===== config.mk =====
export PLATFORM = sky130hd
export DESIGN_NAME = execute_stage
export DESIGN_NICKNAME = d
export VERILOG_FILES = /design/src/rtl/mips_pkg.sv /design/src/rtl/alu.sv /design/src/rtl/execute_stage.sv
export SDC_FILE = /design/constraint.sdc
export NUM_CORES = 1
export LEC_CHECK = 0
export CORE_UTILIZATION = 55
export CTS_CLUSTER_SIZE = 25
export DETAILED_ROUTE_END_ITERATION = 10
export PLACE_DENSITY = 0.94
export REMOVE_ABC_BUFFERS = 1
export SETUP_SLACK_MARGIN = 0.2
export SLEW_MARGIN = 20
export SYNTH_ARGS = -nofsm -noshare
export SYNTH_HDL_FRONTEND = slang
export SYNTH_SLANG_ARGS = --single-unit

===== constraint.sdc =====
create_clock -name CLK -period 7.56 [get_ports CLK]
set_input_delay 0.756 -clock CLK [delete_from_list [all_inputs] [get_ports CLK]]
set_output_delay 0.756 -clock CLK [all_outputs]
set_load 0.05 [all_outputs]

===== src/rtl/mips_pkg.sv =====
// Shared encodings for the MIPS execute stage.
// ALU opcodes and forwarding-select values.
package mips_pkg;

  localparam logic [2:0] ALU_AND = 3'b000;
  localparam logic [2:0] ALU_OR  = 3'b001;
  localparam logic [2:0] ALU_ADD = 3'b010;
  localparam logic [2:0] ALU_SUB = 3'b110;
  localparam logic [2:0] ALU_SLT = 3'b111;

  localparam logic [1:0] FWD_RF  = 2'b00;
  localparam logic [1:0] FWD_WB  = 2'b01;
  localparam logic [1:0] FWD_MEM = 2'b10;

endpackage


===== src/rtl/alu.sv =====
// Combinational ALU: add, sub, and, or, signed slt.
// Unknown opcodes produce zero.
module alu
  import mips_pkg::*;
#(
  parameter int WIDTH = 32
) (
  input  logic [WIDTH-1:0] i_a,
  input  logic [WIDTH-1:0] i_b,
  input  logic [2:0]       i_ctrl,
  output logic [WIDTH-1:0] o_y
);

  logic w_lt;

  assign w_lt = $signed(i_a) < $signed(i_b);

  always_comb begin
    o_y = '0;
    case (i_ctrl)
      ALU_ADD: o_y = i_a + i_b;
      ALU_SUB: o_y = i_a - i_b;
      ALU_AND: o_y = i_a & i_b;
      ALU_OR:  o_y = i_a | i_b;
      ALU_SLT: o_y = {{(WIDTH-1){1'b0}}, w_lt};
      default: o_y = '0;
    endcase
  end

endmodule


===== src/rtl/execute_stage.sv =====
// MIPS execute stage: ID/EX register, forwarding muxes,
// ALU and EX/MEM register.
module execute_stage
  import mips_pkg::*;
#(
  parameter int WIDTH = 32,
  parameter int REG_W = 5
) (
  input  logic             CLK,
  input  logic             RST,
  input  logic             FlushE,
  input  logic             RegWriteD,
  input  logic             MemtoRegD,
  input  logic             MemWriteD,
  input  logic [2:0]       ALUControlD,
  input  logic             ALUSrcD,
  input  logic             RegDstD,
  input  logic [WIDTH-1:0] RD1D,
  input  logic [WIDTH-1:0] RD2D,
  input  logic [REG_W-1:0] RsD,
  input  logic [REG_W-1:0] RtD,
  input  logic [REG_W-1:0] RdD,
  input  logic [WIDTH-1:0] SignImmD,
  input  logic [1:0]       ForwardAE,
  input  logic [1:0]       ForwardBE,
  input  logic [WIDTH-1:0] ResultW,
  output logic [REG_W-1:0] RsE,
  output logic [REG_W-1:0] RtE,
  output logic [REG_W-1:0] WriteRegE,
  output logic             RegWriteE,
  output logic             MemtoRegE,
  output logic             RegWriteM,
  output logic             MemtoRegM,
  output logic             MemWriteM,
  output logic [WIDTH-1:0] ALUOutM,
  output logic [WIDTH-1:0] WriteDataM,
  output logic [REG_W-1:0] WriteRegM
);

  typedef struct packed {
    logic             regw;
    logic             memtoreg;
    logic             memw;
    logic [2:0]       aluctl;
    logic             alusrc;
    logic             regdst;
    logic [WIDTH-1:0] rd1;
    logic [WIDTH-1:0] rd2;
    logic [REG_W-1:0] rs;
    logic [REG_W-1:0] rt;
    logic [REG_W-1:0] rd;
    logic [WIDTH-1:0] imm;
  } id_ex_t;

  typedef struct packed {
    logic             regw;
    logic             memtoreg;
    logic             memw;
    logic [WIDTH-1:0] alu;
    logic [WIDTH-1:0] wd;
    logic [REG_W-1:0] wreg;
  } ex_mem_t;

  id_ex_t     r_ex;
  ex_mem_t    r_mem;
  id_ex_t     w_d;
  ex_mem_t    w_m;
  logic [WIDTH-1:0] w_srca;
  logic [WIDTH-1:0] w_fwdb;
  logic [WIDTH-1:0] w_srcb;
  logic [WIDTH-1:0] w_alu;
  logic [REG_W-1:0] w_wreg;

  assign w_d = '{
    regw:     RegWriteD,
    memtoreg: MemtoRegD,
    memw:     MemWriteD,
    aluctl:   ALUControlD,
    alusrc:   ALUSrcD,
    regdst:   RegDstD,
    rd1:      RD1D,
    rd2:      RD2D,
    rs:       RsD,
    rt:       RtD,
    rd:       RdD,
    imm:      SignImmD
  };

  // ALUOutM forwarding taps the local EX/MEM register directly
  always_comb begin
    w_srca = r_ex.rd1;
    case (ForwardAE)
      FWD_WB:  w_srca = ResultW;
      FWD_MEM: w_srca = r_mem.alu;
      default: w_srca = r_ex.rd1;
    endcase
  end

  always_comb begin
    w_fwdb = r_ex.rd2;
    case (ForwardBE)
      FWD_WB:  w_fwdb = ResultW;
      FWD_MEM: w_fwdb = r_mem.alu;
      default: w_fwdb = r_ex.rd2;
    endcase
  end

  assign w_srcb = r_ex.alusrc ? r_ex.imm : w_fwdb;
  assign w_wreg = r_ex.regdst ? r_ex.rd : r_ex.rt;

  alu #(.WIDTH(WIDTH)) u_alu (
    .i_a    (w_srca),
    .i_b    (w_srcb),
    .i_ctrl (r_ex.aluctl),
    .o_y    (w_alu)
  );

  assign w_m = '{
    regw:     r_ex.regw,
    memtoreg: r_ex.memtoreg,
    memw:     r_ex.memw,
    alu:      w_alu,
    wd:       w_fwdb,
    wreg:     w_wreg
  };

  always_ff @(posedge CLK or negedge RST) begin
    if (!RST) begin
      r_ex  <= '0;
      r_mem <= '0;
    end else begin
      r_ex  <= FlushE ? '0 : w_d;
      r_mem <= w_m;
    end
  end

  assign RsE        = r_ex.rs;
  assign RtE        = r_ex.rt;
  assign WriteRegE  = w_wreg;
  assign RegWriteE  = r_ex.regw;
  assign MemtoRegE  = r_ex.memtoreg;
  assign RegWriteM  = r_mem.regw;
  assign MemtoRegM  = r_mem.memtoreg;
  assign MemWriteM  = r_mem.memw;
  assign ALUOutM    = r_mem.alu;
  assign WriteDataM = r_mem.wd;
  assign WriteRegM  = r_mem.wreg;

endmodule


==> run_1/cell_classes.png <==
Scale: 3 px per um.
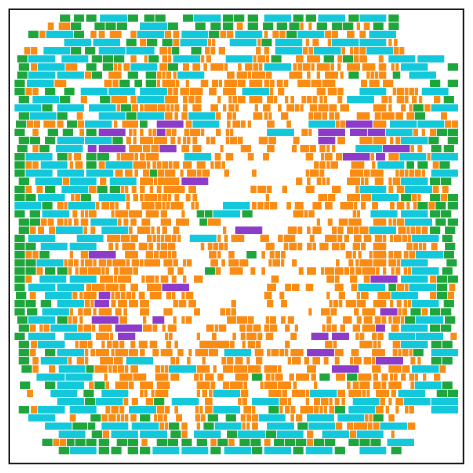
[purple] clock drivers and dummy loads | cells: 32
[green] other buffers and delay cells | cells: 259
[cyan] flops | cells: 191
[orange] all other logic | cells: 1,103
core box area: 0.0218 sq mm
Seq/total area: 31.3%
utilization after layout: 70.3%

==> run_1/final_clocks.png <==
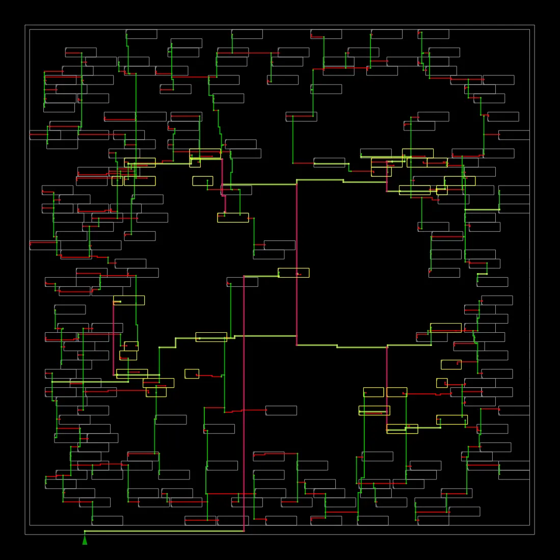
final clock skew: 0.0149 ns
clk ins delay skew pair: 0.45 ns
Layout clock buffers: 18
Flops: 191

==> run_1/wire_density.png <==
Scale: 2 px per um. The die is cut into 30 by 30 equal tiles; dark purple is low, yellow is high, scaled to the fullest tile. Values are wire area over tile area, all layers added.
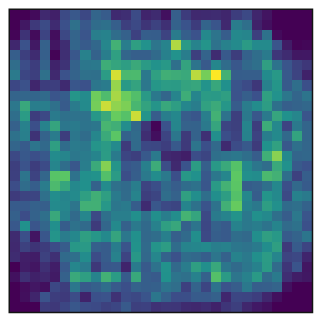
nearly empty tiles: 3.8%
mean over tiles: 0.25
fullest tile: 0.74
Routed WL: 35.5 mm
routed wirelength normalized by instance count: 19.0 um
global routing usage summed across all routing layers: 31.8%

==> notes.md, run 1 <==
Notes on the physical design

The CTS H-tree depth is 4. The first global-routing pass estimated about 56 mm of wire. In the post-route analysis, the smallest setup slack over all paths is 2.08 ns. The flow ran to the end, and the final reports show no timing, DRC or antenna violations.

Fill cells in the final layout number about 1,600. The power density relative to cell area is a little over 200 mW/mm^2. For this run the aggregate overflow at the end of global routing stands at 0. In the global route stage, met3 resource usage came out at slightly above 6%. Setup repair after global routing left no endpoint under its margin.

The initial DRC count is between 900 and 1,000. The number of buffers and inverters on the critical path is 3. The number of maximum-capacitance violations is 0. On the worst path, the slowest cell contributes a delay of around 0.76 ns.

The die is between 150 and 200 um wide. After clock tree synthesis, the flow added hold-fix buffers numbering 0. Summing over the stages, the warning tally comes to roughly 100. CTS placed an instance of clkbuf_16 at the clock tree root. The critical path required time is between 7 and 8 ns. The end-of-flow timing check tallies setup violations at 0. After the last flow step, the layout net total stands at around 1,800. Among all flip-flop cells after synthesis, the most frequent one is dfrtp_1. Yosys printed 0 warnings. After clock tree synthesis, the repair step resized 0 gates. Before any placement, the netlist area is recorded as around 0.012 sq mm. In the CTS report, the clock slew at the register clock pins of the worst setup and hold paths is listed as ~0.080 ns.

The boundary pin count is around 250. The number of hold-slack violations in the final timing report is 0. The flop and latch count out of synthesis is roughly 190. STA lists the maximum fanout along the critical path as 17.

The yosys stat chip area is 0.0122 sq mm. Entering global routing, the biggest net connects approximately 110 pins. The peak supply drop is ~0.13 mV.

STA classifies the critical path endpoint as a register. The global routing met1 resource utilization is a little over 40%. The proportion of synthesized flip-flops having asynchronous set or reset is 100%. Counting flops with a built-in enable in the synthesized netlist gives 0. The clock tree from TritonCTS is done. The critical path crosses 18 cells after its start point.

The actual slew at the worst max-slew pin is about 0.94 ns. Setup slack on the worst path after placement came out at 1.75 ns. Of the cells placed in the final design, the portion with a size suffix greater than 1 is between 4 and 5%. The remaining max-slew budget at the tightest pin is 37.3%. The number of inserted diodes is 0. The final HPWL from detailed placement is around 25 mm. The initial utilization of the core area, before any placement, comes to between 50% and 60%.

The final timing report derives a shortest allowable period of around 5.5 ns. In this run the worst hold path is classified as register to register.
-- run 1: kinds of logic after synthesis --
group           share of synthesized area, %
flops                                   39.2
buf+inv                                 8.26
xor+xnor                                1.72
compound gates                          21.2
mux                                     1.53
fa+ha+maj                               11.6
simple gates                            16.5
-- run 1: placed cells by master (no fill, tap or decap), drive strengths merged, types with 14 or more instances in the layout --
cell type,Yosys,layout
o211ai,15,15
clkbuf,74,19
xnor2,21,21
inv,147,154
o22ai,23,23
dfrtp,191,191
clkdlybuf4s50,0,244
ha,110,110
nor2b,127,127
nand2,107,107
o21ai,99,99
nand3,17,17
a21oi,100,100
nor2,83,83
a22oi,69,69
nor3,15,15
buf,24,14
-- run 1: cell type report --
| type | instances | area share (%) |
|---|---|---|
| repair buffers | 259 | 16.8 |
| well taps | 280 | 2.29 |
| flip-flops and latches | 191 | 31.3 |
| clock buffers | 18 | 2.87 |
| clock inverters | 14 | 1.23 |
| multi-input cells | 956 | 42.0 |
| inverters | 147 | 3.61 |
-- run 1: sequential cells by signal, summed over array words and instances (netlist names) --
signal      count
ALUOutM        32
MemWriteM       1
MemtoRegE       1
MemtoRegM       1
RegWriteE       1
RegWriteM       1
RsE             5
RtE             5
WriteDataM     32
WriteRegM       5
r_ex          107
-- run 1: worst paths after layout --
check,to,startpoint
max in group asynchronous,r_ex[112]$_DFF_PN0_,RST
worst min-delay path,MemWriteM$_DFF_PN0_,r_ex[116]$_DFF_PN0_
worst max-delay path,ALUOutM[26]$_DFF_PN0_,ForwardBE[1]
worst min register to register,MemWriteM$_DFF_PN0_,r_ex[116]$_DFF_PN0_
worst max register to register,ALUOutM[26]$_DFF_PN0_,r_ex[112]$_DFF_PN0_
min in group asynchronous,RegWriteE$_DFF_PN0_,RST
-- run 1: cells in the mapped netlist (all sizes together), types with 4 or more instances --
cell type  number  area [sq um]
a31oi           9          56.3
inv           147           552
o21bai          8          60.1
xnor2          21           184
o2111ai         4          35.0
and3            4          25.0
a211o           5          43.8
nor2           83           312
ha            110          1380
buf            24           138
nor2b         127           795
clkbuf         74           318
o211ai         15           113
o21a            9          67.6
nand4          11          68.8
or3             5          32.5
nor3           15          80.1
a21o           12          93.8
a221oi          4          41.3
o31ai           8          60.1
a22oi          69           518
a21oi         100           504
nand3          17          85.1
mux2            5          56.3
nand2b          6          37.5
nand2         107           402
o22ai          23           144
mux2i          13           130
a211oi         13          97.6
or2             4          25.0
o21ai          99           495
dfrtp         191          4780
and2            5          31.3
-- run 1: report_power, final --
group | total [uW] | internal [uW] | switching [uW] | leakage, uW
clock | 943 | 464 | 480 | 0.000302
sequential | 1140 | 1090 | 43.5 | 0.00248
combinational | 1080 | 401 | 682 | 0.00412
-- run 1: routing by layer --
metal / up-vias / share of wire (%) / wire (um)
met3: 71 / 7.6 / 2700
met5: - / 0 / 0
met2: 496 / 48 / 17200
met4: 0 / 2.2 / 777
li1: 5090 / - / -
met1: 5264 / 42 / 14900
--- run 2 (diff from run 1) ---
--- a/config.mk
+++ b/config.mk
@@ -5,10 +5,10 @@
 export SDC_FILE = /design/constraint.sdc
 export NUM_CORES = 1
 export LEC_CHECK = 0
-export CORE_UTILIZATION = 55
+export CORE_UTILIZATION = 48
 export CTS_CLUSTER_SIZE = 25
 export DETAILED_ROUTE_END_ITERATION = 10
-export PLACE_DENSITY = 0.94
+export PLACE_DENSITY = 0.87
 export REMOVE_ABC_BUFFERS = 1
 export SETUP_SLACK_MARGIN = 0.2
 export SLEW_MARGIN = 20
==> constraint.sdc (replaced) <==
create_clock -name CLK -period 4.7 [get_ports CLK]
set_input_delay 0.47 -clock CLK [delete_from_list [all_inputs] [get_ports CLK]]
set_output_delay 0.47 -clock CLK [all_outputs]
set_load 0.05 [all_outputs]
==> run_2/drive_strength.png <==
Scale: 1.5 px per um.
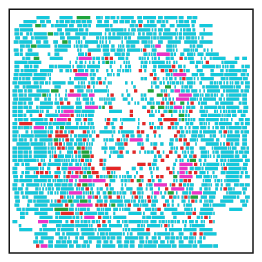
[red] drive 3 to 4 | cells: 166 | share: 9.6%
[green] drive 2 | cells: 39 | share: 2.3%
[cyan] drive 1 or less | cells: 1,491 | share: 86%
[magenta] drive 6 and up | cells: 36 | share: 2.1%
slack of the critical path: 0.283 ns
final instance area: 0.0166 sq mm
Non-CTS buffers: 406
Area growth syn-to-layout: 36.5%

==> run 2 against run 1 <==
Total power is 70% higher. Worst hold slack worse by 0.32 ns. Via count is 5.1% higher. Clock power is 62% higher. Sequential power is 61% higher. First-iteration DRC count is 30% higher. Critical endpoint is now ALUOutM[31]$_DFF_PN0_. Highest routed layer unchanged.
==> notes.md, run 2 <==
Notes on the physical design

The yosys stat chip area was 0.0122 sq mm (unchanged). The xor/xnor cell area share of the yosys netlist was 1.72% (unchanged). The commonest cells after synthesis are dfrtp_1 (191), inv_1 (146), nor2b_1 (127), ha_1 (110), nand2_1 (107).

The boundary pin count is 247 (unchanged). The maximum number of pins on one net before global-route repair is 104 (-5.5%). The number of endpoints failing setup at the final stage is 0 (unchanged).

The flip-flop count of the largest register after layout is 107 (unchanged). The final core utilization is 67.7% (-2.6 points). The total number of warnings across the stage logs was 104 (+0.97%). The net load switching power is 2000 uW (+66%). The number of maximum-capacitance violations is 0 (unchanged). The initial DRC count is 1,180 (+30%). The run finished with clean final reports. The setup slack at placement is -0.287 ns (-2.04 ns).

The fraction of the core area occupied by cells at floorplan is 49.6% (-6.5 points). The adder and majority gate portion of the synthesized area came to 11.6% (unchanged). The final net count is 1,989 (+8.0%). The proportion of synthesized flip-flops having asynchronous set or reset was 100% (unchanged). The most instantiated library cell after synthesis is dfrtp_1.

The final worst clock skew was 0.0137 ns (-0.00119 ns). The element type at the critical path end is a register. The post-CTS clock slew at the launch and capture registers of the worst setup and hold paths is 0.08 ns (about the same). By area the synthesized netlist is led by dfrtp_1 (39%), ha_1 (11%), nor2b_1 (6.5%). The first-pass GRT wire length came to 59.6 mm (+6.4%). The aggregate global-route resource usage came to 28.9% (-2.8 points). The peak supply drop was 0.216 mV (+72%). Leaving out fill and tap cells, the most frequent cells in the layout are clkdlybuf4s50_1 (243), dfrtp_1 (189), buf_4 (154).

The clock power share is 28.3% (-1.5 points). The fraction of final layout cells with drive strength greater than 1 is 13.9% (+9.2 points).
-- run 2: final cells by class --
class,instances,area [sq um]
Multi-Input combinational cell,956,6550
Sequential cell,191,4780
Clock buffer,17,425
Fill cell,1917,7960
Timing Repair Buffer,406,3750
Tap cell,324,405
Inverter,147,552
Clock inverter,15,185
-- run 2: path summary, 6_finish.rpt --
| check | endpoint | depth (start not counted) | start |
|---|---|---|---|
| max in group asynchronous | r_ex[112]$_DFF_PN0_ | 2 | RST |
| min | MemWriteM$_DFF_PN0_ | 1 | RST |
| min reg2reg | MemWriteM$_DFF_PN0_ | 0 | r_ex[116]$_DFF_PN0_ |
| min in group CLK | MemWriteM$_DFF_PN0_ | 0 | r_ex[116]$_DFF_PN0_ |
| max reg2reg | ALUOutM[31]$_DFF_PN0_ | 12 | r_ex[112]$_DFF_PN0_ |
| max | ALUOutM[31]$_DFF_PN0_ | 18 | ForwardBE[0] |
-- run 2: layer usage --
layer | vias up | global-route usage (%) | wire (um)
met1 | 5510 | 38.8 | 16300
met3 | 67 | 4.90 | 2770
met5 | - | 0 | 0
li1 | 5390 | - | -
met2 | 514 | 47.7 | 17600
met4 | 0 | 8.92 | 787
-- run 2: per-stage QoR --
step                cells  total power, uW
CTS                  2054             5350
global route         2056             5640
global placement     2022             3780
detailed placement   2022             3810
finish               2056             5390
floorplan            1294             2930
-- run 2: power groups by stage --
stage	Combinational, uW	Sequential (uW)	Clock [uW]
floorplan	828	2110	0
global placement	1920	1860	0
detailed placement	1950	1860	0
CTS	1970	1830	1540
global route	2190	1840	1610
finish	2030	1830	1530
-- run 2: logic make-up (layout without fill, tap and decap cells) --
logic type / count (synthesis) / in the layout
simple gates: 398 / 398
compound gates: 404 / 404
fa+ha+maj: 112 / 112
buf+inv: 245 / 585
xor+xnor: 24 / 24
mux: 18 / 18
flops: 191 / 191
-- run 2: what timing repair did --
item,CTS,global route
buffers inserted,0,2
setup endpoints to repair,1,17
gates resized,1,31
pin swaps,0,4
-- run 2: critical path, cell delays in order --
cell	delay (ns)
clkdlybuf4s50_1	0.50
inv_1	0.08
ha_4	0.32
buf_4	0.16
buf_4	0.13
nor2_1	0.14
a21oi_1	0.08
o21a_2	0.25
ha_1	0.32
nand2b_1	0.12
a221oi_2	0.08
or4b_4	0.52
a2111oi_4	0.49
nor3_4	0.11
or2_1	0.27
a41o_1	0.27
or3b_1	0.37
nand4_1	0.10
--- run 3 (diff from run 2) ---
--- a/config.mk
+++ b/config.mk
@@ -10,7 +10,7 @@
 export DETAILED_ROUTE_END_ITERATION = 10
 export PLACE_DENSITY = 0.87
 export REMOVE_ABC_BUFFERS = 1
-export SETUP_SLACK_MARGIN = 0.2
+export SETUP_SLACK_MARGIN = 0.05
 export SLEW_MARGIN = 20
 export SYNTH_ARGS = -nofsm -noshare
 export SYNTH_HDL_FRONTEND = slang
==> run_3/final_clocks.png <==
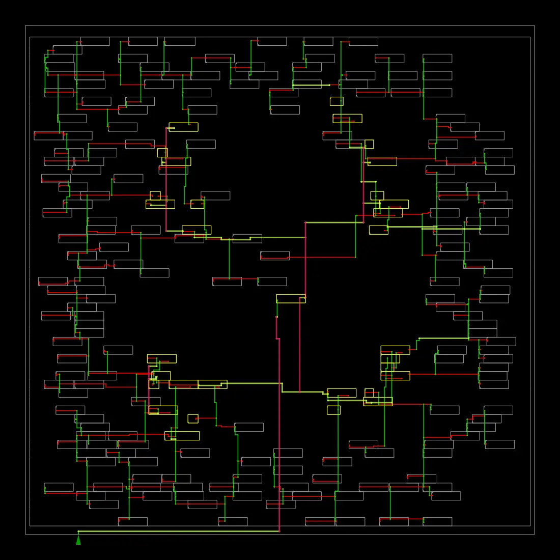
total number of clock tree sinks: 191
final clock skew: 0.0145 ns
clock group total power: 1530 uW
Layout clock buffers: 17

==> run 3 against run 2 <==
Clock-buffer cell count is the same. Maximum frequency fell by 0.10%. Critical path depth rose by 5. Clock power hardly changed. Sequential share of layout area rose by 0.20 points. Worst hold slack improved by 0.017 ns. Total power shrank 0.59%. Final area shrank 0.70%. Die size is the same. Via count shrank 0.57%. Highest routed layer unchanged. Global-route usage is the same. First-iteration DRC count down 11%.
==> notes.md, run 3 <==
Notes on the physical design

The fraction of final layout cells with drive strength greater than 1 is 13.1% (-0.86 points). The total number of warnings across the stage logs is 104 (unchanged). The slack of the critical path is 0.278 ns (-0.00464 ns). The critical-path maximum fanout is 17. The routed metal-1 wire length is 16.6 mm (+1.5%). By instance count after routing, the leading logic cell types are clkdlybuf4s50_1 (244), dfrtp_1 (189), buf_4 (154). The setup slack at placement was -0.287 ns (unchanged). Summing the sequential cell areas from Yosys gives 39.2% of the chip area. In the post-synthesis netlist, the biggest area contributors are dfrtp_1 (39%), ha_1 (11%), nor2b_1 (6.5%). The number of maximum-capacitance violations was 0 (unchanged). The most frequently used library cell after synthesis is dfrtp_1.

In this run the cell area of the synthesized design comes to 0.0122 sq mm. The aggregate global-route resource usage is 28.9% (unchanged). The maximum number of pins on one net before global-route repair was 104 (unchanged). The worst path uses a little over nine tenths of the clock period. The pin closest to its max-slew limit shows a slew of a little under 0.9 ns. Setup repair after global routing could not meet its margin everywhere. The amount of wire on met2 after detailed routing is 17.4 mm (-1.5%). The final HPWL from detailed placement is 27.3 mm. The met3 wire length is 2.44 mm (-12%).

Per the run report, area growth between synthesis and finish was 35.5%. The final net count was 1,988 (-0.050%). The yosys stat chip area is 0.0122 sq mm (unchanged).

The number of cell rows is roughly 57. The longest clock path from root to sink contains 2 buffers. The fraction of the core area occupied by cells at floorplan is 49.6% (unchanged). The number of endpoints failing setup at the final stage is 0 (unchanged). The proportion of synthesized flip-flops having asynchronous set or reset is 100% (unchanged). The first-pass GRT wire length is 59.6 mm (unchanged).

The flip-flop count of the largest register after layout came to 107 (unchanged). The post-detailed-route via-to-cell ratio is ~5.6. The post-detailed-routing wire length is 37.1 mm. The post-CTS clock slew at the launch and capture registers of the worst setup and hold paths is 0.08 ns (about the same). The area share of the largest cell type after synthesis is 39.2%. STA classifies the critical path endpoint as a register. The run finished with clean final reports.

The count of buffers added on input and output ports is about 250. The number of global-route vias before repair came to ~12,000. The area of the placeable core is 0.0246 sq mm.

In the synthesized netlist, the cells that appear most often are dfrtp_1 (191), inv_1 (146), nor2b_1 (127), ha_1 (110), nand2_1 (107). The top routing layer in use is met4. The boundary pin count was 247 (unchanged). The initial DRC count is 1,050 (-11%). The peak supply drop is 0.217 mV (+0.42%).
==> run 3: cell count changes in the layout (fill, tap and decap cells not counted), moves of 2 or more <==
cell	previous run	this run
o31ai_2	2	0
ha_1	104	107
a21oi_1	94	98
ha_4	3	1
o31ai_1	6	8
o21ai_1	3	1
o21ai_0	96	98
a21oi_2	6	2
==> run 3: through the flow <==
step                power (uW)  area, sq um  util, %  setup TNS, ns  cells
finish                    5360        16500     67.2              0   2055
global route              5610        16500     67.2        -0.0166   2055
CTS                       5350        16500     67.0              0   2054
detailed placement        3810        15900     64.5          -2.24   2022
global placement          3780        15900     64.5         -0.962   2022
floorplan                 2930        11700        -        -0.0592   1294
==> run 3: area by class of cell <==
cell class                 instances  area, sq um
clock buffer                      17          425
clock inverter                    15          185
fill                            1945         8070
inverter                         147          552
multi-input combinational        956         6450
sequential                       191         4780
tap                              324          405
timing repair buffer             405         3730
==> run 3: routing by layer <==
layer	track usage [%]	vias up
met1	38.8	5508
li1	-	5386
met2	47.7	462
met5	0	-
met4	8.92	0
met3	4.90	60
==> run 3: report_power, final <==
part,switching (uW),internal [uW]
logic,1150,847
registers,72.5,1760
clock network,759,768
==> run 3: worst max-delay path, cell delays in order <==
cell	delay, ns
clkdlybuf4s50_1	0.52
inv_1	0.06
ha_1	0.21
buf_12	0.17
a22oi_1	0.20
nor2_1	0.08
a21oi_1	0.18
o21ai_0	0.14
buf_4	0.20
ha_1	0.21
inv_1	0.09
fa_1	0.19
nor2b_1	0.21
o21ai_0	0.12
buf_4	0.16
a2111oi_1	0.36
a21oi_1	0.17
a21oi_2	0.22
a21oi_1	0.11
o21ai_0	0.18
buf_4	0.15
a31oi_1	0.09
a221o_1	0.28
==> run 3: worst paths after layout <==
kind,start,to,slack (ns),cells after the start
max in group asynchronous,RST,r_ex[112]$_DFF_PN0_,3.63,2
worst min-delay path,RST,RegWriteM$_DFF_PN0_,0.05,1
min in group CLK,r_ex[116]$_DFF_PN0_,MemWriteM$_DFF_PN0_,0.36,0
worst min register to register,r_ex[116]$_DFF_PN0_,MemWriteM$_DFF_PN0_,0.36,0
worst max-delay path,ForwardBE[1],ALUOutM[0]$_DFF_PN0_,0.28,23
worst max register to register,r_ex[112]$_DFF_PN0_,ALUOutM[31]$_DFF_PN0_,0.56,13
==> run 3: cells by family (layout without fill, tap and decap cells) <==
| logic type | after synthesis | after routing | share of synthesized area, % |
|---|---|---|---|
| simple gates | 398 | 398 | 16.5 |
| mux | 18 | 18 | 1.53 |
| flops | 191 | 191 | 39.2 |
| buf+inv | 245 | 584 | 8.26 |
| xor+xnor | 24 | 24 | 1.72 |
| compound gates | 404 | 404 | 21.2 |
| fa+ha+maj | 112 | 112 | 11.6 |
==> run 3: timing repair <==
action                     4_1_cts  5_1_grt
resized                          0       10
setup endpoints to repair        0       13
hold buffers                     0        0
setup buffers                    0        1
Power is estimated from default activity; no workload was simulated.
